**src/rtl/icon_sched_pkg.sv**
```systemverilog
// Shared types and constants for the world-map icon scheduler.
// Orientation codes, FSM states, icon codes and the outline helper.
package icon_sched_pkg;

   typedef enum logic [2:0] {
      NORTH     = 3'b000,
      NORTHEAST = 3'b001,
      EAST      = 3'b010,
      SOUTHEAST = 3'b011,
      SOUTH     = 3'b100,
      SOUTHWEST = 3'b101,
      WEST      = 3'b110,
      NORTHWEST = 3'b111
   } orient_e;

   localparam int ICON_DIM = 16;
   localparam int ICON_BPP = 2;

   typedef enum logic [1:0] {
      IDLE       = 2'b00,
      WAIT_FRAME = 2'b01,
      ACTIVE     = 2'b10
   } state_e;

   localparam logic [3:0] ICON_TRANSPARENT = 4'b0000;
   localparam logic [3:0] DBG_BOX_CODE     = 4'b0111;

   typedef struct packed {
      orient_e    orient;
      logic [7:0] locX;
      logic [7:0] locY;
   } bot_shadow_t;

   function automatic logic onOutline(
      input logic [3:0] relX,
      input logic [3:0] relY
   );
      return (relX == 4'd0) || (relX == 4'(ICON_DIM - 1)) ||
             (relY == 4'd0) || (relY == 4'(ICON_DIM - 1));
   endfunction

endpackage

```
**src/rtl/icon_sched_if.sv**
```systemverilog
// Icon bitmap ROM port: scheduler is master, ROM is slave.
// rom_addr/rom_en out of master, rom_data (registered, 1-cycle) back.
interface icon_sched_if;

   logic [7:0]  rom_addr;
   logic        rom_en;
   logic [31:0] rom_data;

   modport master (
      output rom_addr,
      output rom_en,
      input  rom_data
   );

   modport slave (
      input  rom_addr,
      input  rom_en,
      output rom_data
   );

endinterface

```
**src/rtl/icon_sched_hit_calc.sv**
```systemverilog
// Per-bot 16x16 bounding-box hit test in 13-bit two's complement.
// In: pixel row/column, world loc. Out: hit, relX[3:0], relY[3:0].
module icon_hit_calc
   import icon_sched_pkg::*;
#(
   parameter int SCALE_X     = 8,
   parameter int SCALE_Y     = 6,
   parameter int ICON_OFFSET = 8
) (
   input  logic [11:0] pixelRow,
   input  logic [11:0] pixelColumn,
   input  logic [7:0]  locX,
   input  logic [7:0]  locY,
   output logic        hit,
   output logic [3:0]  relX,
   output logic [3:0]  relY
);

   logic [12:0] fullX;
   logic [12:0] fullY;

   assign fullX = {1'b0, pixelColumn}
                - 13'(locX) * 13'(SCALE_X)
                + 13'(ICON_OFFSET);
   assign fullY = {1'b0, pixelRow}
                - 13'(locY) * 13'(SCALE_Y)
                + 13'(ICON_OFFSET);

   // Negative results have bit 12 set, so an unsigned compare
   // rejects them without any wrap-around aliasing.
   assign hit  = (fullX < 13'(ICON_DIM)) && (fullY < 13'(ICON_DIM));
   assign relX = fullX[3:0];
   assign relY = fullY[3:0];

endmodule

```
**src/rtl/icon_sched.sv**
```systemverilog
// Two-bot sprite scheduler/arbiter sharing one icon ROM; 3-cycle icon.
// Ports: clock/reset_n, DTG coords, bot regs, ROM master, icon, collision.
// Optional ICON_SCHED_DBG_BOX_EN draws box outlines on transparent px.
module icon_sched
   import icon_sched_pkg::*;
#(
   parameter int SCALE_X     = 8,
   parameter int SCALE_Y     = 6,
   parameter int ICON_OFFSET = 8,
   parameter int PRIO_ROTATE = 0
) (
   input  logic        clock,
   input  logic        reset_n,
   input  logic        enable,
   input  logic        frame_tick,
   input  logic [11:0] pixel_row,
   input  logic [11:0] pixel_column,
   input  logic [7:0]  botA_info,
   input  logic [7:0]  botB_info,
   input  logic [7:0]  botA_locx,
   input  logic [7:0]  botA_locy,
   input  logic [7:0]  botB_locx,
   input  logic [7:0]  botB_locy,
   input  logic        upd_req,
   icon_sched_if.master rom,
   output logic [3:0]  icon,
   output logic        collision,
   input  logic        coll_clr
);

   state_e      stateQ;
   state_e      stateD;
   bot_shadow_t shA;
   bot_shadow_t shB;
   logic        pendQ;
   logic        prioQ;
   logic        collQ;

   logic        hitA;
   logic        hitB;
   logic [3:0]  relXA;
   logic [3:0]  relYA;
   logic [3:0]  relXB;
   logic [3:0]  relYB;

   logic        act;
   logic        anyHit;
   logic        bothHit;
   logic        selB;
   logic [7:0]  addrD;

   logic [7:0]  romAddrQ;
   logic        romEnQ;
   logic        s1Valid;
   logic        s1Owner;
   logic [3:0]  s1RelX;
   logic        s2Valid;
   logic        s2Owner;
   logic [3:0]  s2RelX;
   logic [1:0]  pix;
   logic [3:0]  iconD;
   logic [3:0]  iconQ;

   logic        unusedInfo;

   assign unusedInfo = ^{botA_info[7:3], botB_info[7:3]};

   icon_hit_calc #(
      .SCALE_X     (SCALE_X),
      .SCALE_Y     (SCALE_Y),
      .ICON_OFFSET (ICON_OFFSET)
   ) hitCalcA (
      .pixelRow    (pixel_row),
      .pixelColumn (pixel_column),
      .locX        (shA.locX),
      .locY        (shA.locY),
      .hit         (hitA),
      .relX        (relXA),
      .relY        (relYA)
   );

   icon_hit_calc #(
      .SCALE_X     (SCALE_X),
      .SCALE_Y     (SCALE_Y),
      .ICON_OFFSET (ICON_OFFSET)
   ) hitCalcB (
      .pixelRow    (pixel_row),
      .pixelColumn (pixel_column),
      .locX        (shB.locX),
      .locY        (shB.locY),
      .hit         (hitB),
      .relX        (relXB),
      .relY        (relYB)
   );

   // FSM
   always_ff @(posedge clock or negedge reset_n) begin
      if (!reset_n) begin
         stateQ <= IDLE;
      end else begin
         stateQ <= stateD;
      end
   end

   always_comb begin
      stateD = stateQ;
      unique case (stateQ)
         IDLE:       if (enable) stateD = WAIT_FRAME;
         WAIT_FRAME: if (frame_tick) stateD = ACTIVE;
         ACTIVE:     stateD = ACTIVE;
         default:    stateD = IDLE;
      endcase
      if (!enable) stateD = IDLE;
   end

   // Shadows only move on a frame boundary, so a frame never tears.
   always_ff @(posedge clock or negedge reset_n) begin
      if (!reset_n) begin
         shA   <= '0;
         shB   <= '0;
         pendQ <= 1'b0;
      end else if (frame_tick && pendQ) begin
         shA   <= '{orient: orient_e'(botA_info[2:0]),
                    locX: botA_locx, locY: botA_locy};
         shB   <= '{orient: orient_e'(botB_info[2:0]),
                    locX: botB_locx, locY: botB_locy};
         pendQ <= upd_req;
      end else if (upd_req) begin
         pendQ <= 1'b1;
      end
   end

   always_ff @(posedge clock or negedge reset_n) begin
      if (!reset_n) begin
         prioQ <= 1'b0;
      end else if (stateQ == ACTIVE && frame_tick) begin
         prioQ <= ~prioQ;
      end
   end

   // Arbitration: prioQ=1 means B currently owns overlaps.
   assign act     = (stateQ == ACTIVE) && enable;
   assign anyHit  = hitA || hitB;
   assign bothHit = hitA && hitB;
   assign selB    = hitB &&
                    (!hitA || ((PRIO_ROTATE != 0) && prioQ));
   assign addrD   = selB ? {1'b1, shB.orient, relYB}
                         : {1'b0, shA.orient, relYA};

   always_ff @(posedge clock or negedge reset_n) begin
      if (!reset_n) begin
         collQ <= 1'b0;
      end else if (act && bothHit) begin
         collQ <= 1'b1;
      end else if (coll_clr) begin
         collQ <= 1'b0;
      end
   end

`ifdef ICON_SCHED_DBG_BOX_EN
   logic outline;
   logic s1Edge;
   logic s2Edge;

   assign outline = (hitA && onOutline(relXA, relYA)) ||
                    (hitB && onOutline(relXB, relYB));

   always_ff @(posedge clock or negedge reset_n) begin
      if (!reset_n) begin
         s1Edge <= 1'b0;
         s2Edge <= 1'b0;
      end else if (!enable) begin
         s1Edge <= 1'b0;
         s2Edge <= 1'b0;
      end else begin
         s1Edge <= act && outline;
         s2Edge <= s1Edge;
      end
   end
`endif

   assign pix = rom.rom_data[{s2RelX, 1'b0} +: ICON_BPP];

   always_comb begin
      iconD = ICON_TRANSPARENT;
      if (s2Valid && pix != 2'b00) begin
         iconD = {1'b1, s2Owner, pix};
      end
`ifdef ICON_SCHED_DBG_BOX_EN
      else if (s2Edge) begin
         iconD = DBG_BOX_CODE;
      end
`endif
   end

   // S1: ROM request, S2: ROM output register, S3: icon.
   always_ff @(posedge clock or negedge reset_n) begin
      if (!reset_n) begin
         romAddrQ <= '0;
         romEnQ   <= 1'b0;
         s1Valid  <= 1'b0;
         s1Owner  <= 1'b0;
         s1RelX   <= '0;
         s2Valid  <= 1'b0;
         s2Owner  <= 1'b0;
         s2RelX   <= '0;
         iconQ    <= ICON_TRANSPARENT;
      end else if (!enable) begin
         romEnQ   <= 1'b0;
         s1Valid  <= 1'b0;
         s2Valid  <= 1'b0;
         iconQ    <= ICON_TRANSPARENT;
      end else begin
         romEnQ   <= act && anyHit;
         s1Valid  <= act && anyHit;
         if (act && anyHit) begin
            romAddrQ <= addrD;
            s1Owner  <= selB;
            s1RelX   <= selB ? relXB : relXA;
         end
         s2Valid  <= s1Valid;
         s2Owner  <= s1Owner;
         s2RelX   <= s1RelX;
         iconQ    <= iconD;
      end
   end

   assign rom.rom_addr = romAddrQ;
   assign rom.rom_en   = romEnQ;
   assign icon         = iconQ;
   assign collision    = collQ;

endmodule
```
**src/flat_wrapper.sv**
```systemverilog
// flat-port wrapper written by rule: the top's interface ports become plain ports
module icon_sched_flat import icon_sched_pkg::*;
#(
   parameter int SCALE_X     = 8,
   parameter int SCALE_Y     = 6,
   parameter int ICON_OFFSET = 8,
   parameter int PRIO_ROTATE = 0
)
  (clock, reset_n, enable, frame_tick, pixel_row, pixel_column, botA_info, botB_info, botA_locx, botA_locy, botB_locx, botB_locy, upd_req, icon, collision, coll_clr, rom_rom_addr, rom_rom_en, rom_rom_data);
  icon_sched_if rom_i ();
  input  logic clock;
  input  logic reset_n;
  input  logic enable;
  input  logic frame_tick;
  input  logic [11:0] pixel_row;
  input  logic [11:0] pixel_column;
  input  logic [7:0] botA_info;
  input  logic [7:0] botB_info;
  input  logic [7:0] botA_locx;
  input  logic [7:0] botA_locy;
  input  logic [7:0] botB_locx;
  input  logic [7:0] botB_locy;
  input  logic upd_req;
  output logic [3:0] icon;
  output logic collision;
  input  logic coll_clr;
  output wire logic [$bits(rom_i.rom_addr)-1:0] rom_rom_addr;
  output wire logic [$bits(rom_i.rom_en)-1:0] rom_rom_en;
  input wire logic [$bits(rom_i.rom_data)-1:0] rom_rom_data;
  assign rom_rom_addr = rom_i.rom_addr;
  assign rom_rom_en = rom_i.rom_en;
  assign rom_i.rom_data = rom_rom_data;
  icon_sched #(.SCALE_X(SCALE_X), .SCALE_Y(SCALE_Y), .ICON_OFFSET(ICON_OFFSET), .PRIO_ROTATE(PRIO_ROTATE)) u_core (.clock(clock), .reset_n(reset_n), .enable(enable), .frame_tick(frame_tick), .pixel_row(pixel_row), .pixel_column(pixel_column), .botA_info(botA_info), .botB_info(botB_info), .botA_locx(botA_locx), .botA_locy(botA_locy), .botB_locx(botB_locx), .botB_locy(botB_locy), .upd_req(upd_req), .rom(rom_i), .icon(icon), .collision(collision), .coll_clr(coll_clr));
endmodule
```
**config.mk**
```make
export PLATFORM = sky130hd
export DESIGN_NAME = icon_sched_flat
export DESIGN_NICKNAME = d
export VERILOG_FILES = /design/src/rtl/icon_sched_pkg.sv /design/src/rtl/icon_sched_if.sv /design/src/rtl/icon_sched_hit_calc.sv /design/src/rtl/icon_sched.sv /design/src/flat_wrapper.sv
export SDC_FILE = /design/constraint.sdc
export NUM_CORES = 1
export LEC_CHECK = 0
export CORE_ASPECT_RATIO = 1.1
export CORE_MARGIN = 4
export CORE_UTILIZATION = 49
export CTS_BUF_LIST = sky130_fd_sc_hd__clkbuf_8
export CTS_CLUSTER_SIZE = 25
export DETAILED_ROUTE_END_ITERATION = 10
export GPL_ROUTABILITY_DRIVEN = 0
export GPL_TIMING_DRIVEN = 0
export MAX_ROUTING_LAYER = met4
export PLACE_DENSITY = 0.8
export SLEW_MARGIN = 40
export SYNTH_ARGS = -nofsm -noshare
export SYNTH_HDL_FRONTEND = slang
export SYNTH_SLANG_ARGS = --single-unit
```
**constraint.sdc**
```tcl
create_clock -name clock -period 5.8 [get_ports clock]
set_input_delay 1.16 -clock clock [delete_from_list [all_inputs] [get_ports clock]]
set_output_delay 1.16 -clock clock [all_outputs]
set_load 0.01 [all_outputs]
```
**Run 1: logic cells by family**

Scale: 2 px per um.
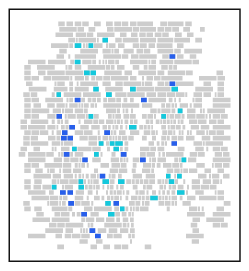
xor and xnor cells: drawn in blue, cells 23, most used xnor2_1. non-inverting ao/oa cells: drawn in cyan, cells 35, most used a21o_1.
dominant logic cell type in the layout: clkdlybuf4s50_1
combinational fraction of the cell area: 0.5382
Non-Filler Instances: 920

**Run 1: where the registers sit**

Scale: 4 px per um. Other sequential cells in the stronger grey, the rest of the logic in the fainter grey.
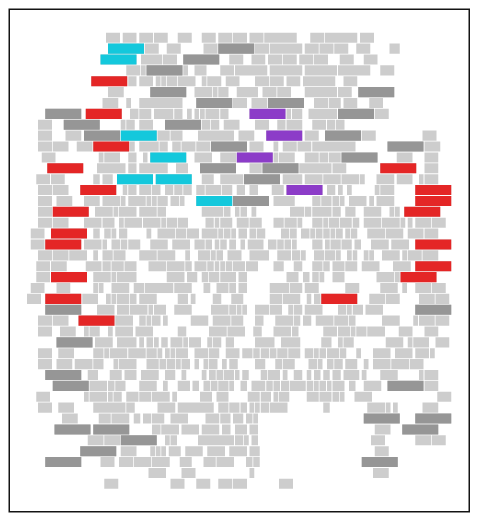
u_core.rom.rom_addr: drawn in cyan, placed flops 7. u_core.s2RelX: drawn in purple, placed flops 4, where top centre. u_core.shB: drawn in red, placed flops 19.

**Run 1: zoomed window**

Region (73, 81) to (98, 106) um. Cells in grey, sequential cells in the stronger grey; small squares are vias.
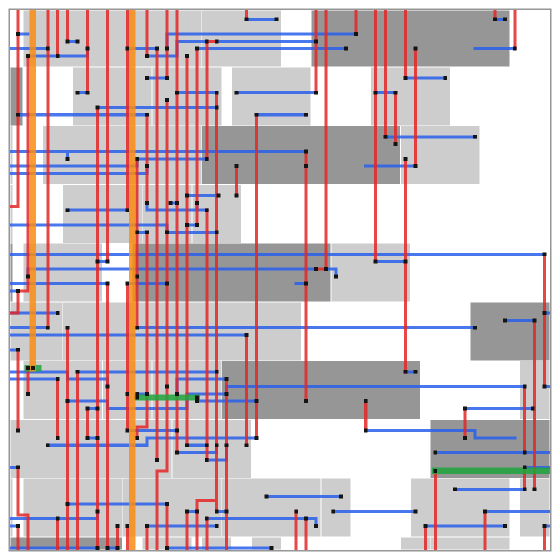
M1: drawn in blue. M3: drawn in green. M4: drawn in orange. M2: drawn in red.
Most frequent: clkdlybuf4s50_1 (10), dfrtp_1 (5), ha_1 (4). 30 logic cells have their middle in the window. Netlist names of flops here include u_core.icon (4), u_core.shB (1). Sequential cells in the window: 5.

==> results.yml, run 1 <==
# yosys + openroad results
detailed_routing:
  drt_iter0_drc: 387
  vias: 5450
  wl_met1_mm: 6.703
  postRouteAntennaNets: 0
  route.met2.wl_mm: 7.962
  routed_wl_mm: 16.08
  drcViolationCount: 0
  via_per_inst: 5.924
  wl_met3_um: 862
  highest_layer: "met4"
logic_synthesis:
  netlist_top_cells_count: "97 x ha_1, 67 x inv_1, 65 x dfrtp_1"
  synth_warnings: 0
  ys_sh_xor: 0.03289
  synth-async-reset-ratio: 1.000
  most_common_cell: "ha_1"
  yosys_cells: 631
  synthesis.instances: 631
  ys_top_logic_family: "adder cells"
  syn_nets: 842
  ys.flop_type: "dfrtp_1"
  synth_area_um2: 6125
  synth_adder_area_share: 0.2112
  largest_area_cell: "dfrtp_1"
  ys_sh_aoi: 0.1761
  top_area_frac: 0.2656
  synth-simple-area-share: 0.1177
global_route:
  grt_pass1_vias: 5467
  met1_usage: 0.2859
  antenna_found_initial: 0
  gr-total-overflow: 0
  met2_usage: 0.3772
  grt.busiest_layer: "met2"
  grt_usage: 0.2282
  use_met3: 0.02562
power:
  p_seq_mw: 0.537
  clkPwrFrac: 0.168
  power_density_nw_per_um2: 347.1
  p_comb_mw: 1.71
  pwr-share-comb: 0.634
  power_mw: 2.704
  seqPwrFrac: 0.198
  intPower_mw: 1.516
critical_path:
  crit_arrival_ps: 5750
  timing.rr.end: "u_core.s1RelX[0]"
  rrSetupSlack_ps: 290
  critPathKind: "flip-flop to flip-flop"
  crit_slowest_cell: "or4b_4"
  crit_path_max_fanout: 9
  path_delay_family: "simple AND/OR/NAND/NOR gates"
  cp_num_buf_inv: 3
  worstReg2RegStart: "u_core.shA[0]"
  crit_chain: "ha_1, fa_2, a21oi_1, nor2_1, nor2_2, nor2b_1, o21ai_1, nand2b_1, xor2_1, ha_1, ha_4, inv_1, a222oi_1, o21ai_1, a2111o_1, or4_1, or4b_4, or3_1, buf_6, a21oi_4, buf_8, mux2_4"
  worstSetupEndpoint: "u_core.s1RelX[0]"
  worstSetupStartpointType: "flip-flop"
  startpoint: "u_core.shA[0]"
  critPathMaxStageDelay_ps: 610
  reg2reg_depth: 22
  required_ps: 6050
final_layout:
  finalInstanceArea_um2: 7790
  inv_count: 67
  drive_gt1_frac: 0.1332
  logic_area_um2: 4193
  nClkBuffers: 9
  ff_latch_area_um2: 1627
  top_area_cell_class: "logic gates"
  fillers: 975
  logic_gates: 480
  nets: 972
  seq_cells: 65
  clock_area_frac: 0.02891
  lay_top_cells: "112 x clkdlybuf4s50_1, 95 x ha_1, 67 x inv_1, 65 x dfrtp_1, 45 x mux2_2"
  syn2layout_area_growth_pct: 27.19
  seq_share: 0.2088
  antenna_cells: 0
  nNonClkBuffers: 138
clock_tree:
  cts_max_path_buffers: 2
  root_buffer: "clkbuf_8"
  htree_levels: 3
  cts_tree: "yes"
  clock-sinks: 65
  cts_made_buffers: 9
sta:
  fmax_mhz: 181.6
  period_needed_ps: 5508
  rsz0062_at_grt: "false"
  setup_violations: 0
  tightestPinTransition_ps: 789.8
  worst_slack_ps: 292.3
  relSlewSlack: 0.4734
die:
  fp_util: 0.5045
  rows: 42
  fp.dieW_um: 114.6
  die_h_um: 125.3
  taps: 154
  dieArea_um2: 14350
placed_design:
  place_hpwl_mm: 12.83
  io_buffers: 113
  dpl_worst_slack_ps: -164.7
  dp.cells: 899
  placed_cell_area_um2: 7466
job:
  warnings: 43
  maxCapViolCount: 0
hold_path:
  hp-class: "flip-flop to flip-flop"
  hp-start: "u_core.pendQ"
outcome:
  outcome: "finished, final reports clean"
==> run 2, diff against run 1 <==
--- a/config.mk
+++ b/config.mk
@@ -5,16 +5,18 @@
 export SDC_FILE = /design/constraint.sdc
 export NUM_CORES = 1
 export LEC_CHECK = 0
+export CAP_MARGIN = 20
 export CORE_ASPECT_RATIO = 1.1
 export CORE_MARGIN = 4
 export CORE_UTILIZATION = 49
 export CTS_BUF_LIST = sky130_fd_sc_hd__clkbuf_8
+export CTS_CLUSTER_DIAMETER = 40
 export CTS_CLUSTER_SIZE = 25
 export DETAILED_ROUTE_END_ITERATION = 10
 export GPL_ROUTABILITY_DRIVEN = 0
 export GPL_TIMING_DRIVEN = 0
 export MAX_ROUTING_LAYER = met4
-export PLACE_DENSITY = 0.8
+export PLACE_DENSITY = 0.84
 export SLEW_MARGIN = 40
 export SYNTH_ARGS = -nofsm -noshare
 export SYNTH_HDL_FRONTEND = slang
**Run 2: zoomed window**

Region (73, 81) to (98, 106) um. Cells in grey, sequential cells in the stronger grey; small squares are vias.
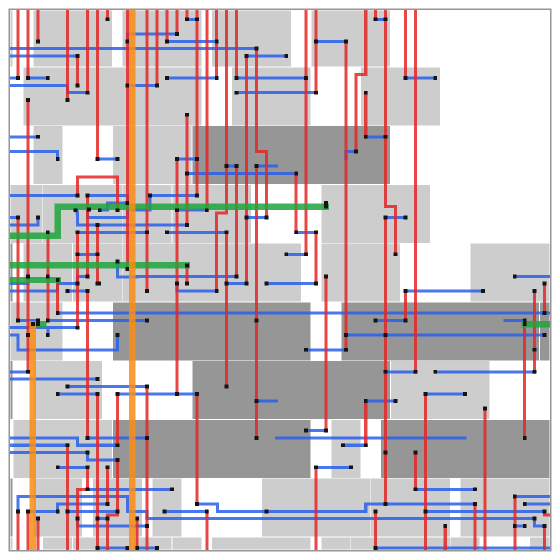
M4: drawn in orange. M1: drawn in blue. M2: drawn in red. M3: drawn in green.
Netlist names of flops here include u_core.icon (4). Sequential cells in the window: 6. Most frequent: clkdlybuf4s50_1 (10), dfrtp_1 (6), mux2_2 (3). 35 logic cells have their middle in the window.

**Run 2: met1 routing**

Scale: 2 px per um.
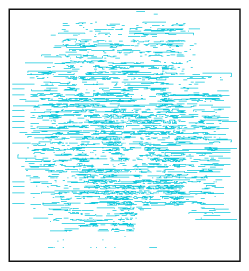
The layer carries 6510 um of wire. The layer holds 40% of the routed length. The wires run mostly horizontal.

==> results.yml, run 2 <==
# yosys + openroad results
outcome:
  outcome: "finished, final reports clean"
final_layout:
  inv_count: 67
  comb_share: 0.5414
  fin_cells: 919
  syn2layout_area_growth_pct: 26.44
  nClkBuffers: 10
  drive_gt1_frac: 0.1359
  seq_cells: 65
  logic_area_um2: 4193
  antenna_cells: 0
  nNonClkBuffers: 137
  seq_share: 0.2101
  ff_latch_area_um2: 1627
  logic_gates: 480
  nets: 971
critical_path:
  path_delay_family: "simple AND/OR/NAND/NOR gates"
  crit_slowest_cell: "or4b_4"
  critPathKind: "flip-flop to flip-flop"
  reg2reg_depth: 22
  crit_arrival_ps: 5770
  critPathMaxStageDelay_ps: 610
  startpoint: "u_core.shA[1]"
  rrSetupSlack_ps: 300
  worstSetupStartpointType: "flip-flop"
logic_synthesis:
  synth_adder_area_share: 0.2112
  largest_area_cell: "dfrtp_1"
  ys_sh_xor: 0.03289
  top_area_frac: 0.2656
  synth_area_um2: 6125
  netlist_top_cells_count: "97 x ha_1, 67 x inv_1, 65 x dfrtp_1"
  ys_sh_aoi: 0.1761
  synth-simple-area-share: 0.1177
  ys.flop_type: "dfrtp_1"
placed_design:
  dpl_worst_slack_ps: -184.9
job:
  maxCapViolCount: 0
global_route:
  grt_usage: 0.2323
  met2_usage: 0.3799
  grt.busiest_layer: "met2"
  antenna_found_initial: 0
  met1_usage: 0.2765
clock_tree:
  clock-sinks: 65
  cts_max_path_buffers: 2
  htree_levels: 3
  cts_made_buffers: 9
detailed_routing:
  drt_iter0_drc: 571
  route.met2.wl_mm: 7.966
  routed_wl_mm: 16.18
  vias: 5481
power:
  p_comb_mw: 1.70
  intPower_mw: 1.463
  seqPwrFrac: 0.203
  pwr-share-comb: 0.643
  power_density_nw_per_um2: 341.9
  clkPwrFrac: 0.154
die:
  fp.dieW_um: 114.6
  dieArea_um2: 14350
  fp_util: 0.5045
  rows: 42
hold_path:
  hp-class: "flip-flop to flip-flop"
  hp-start: "u_core.s1RelX[1]"
sta:
  rsz0062_at_grt: "false"
  period_needed_ps: 5501
Power and IR drop assume default switching activity.
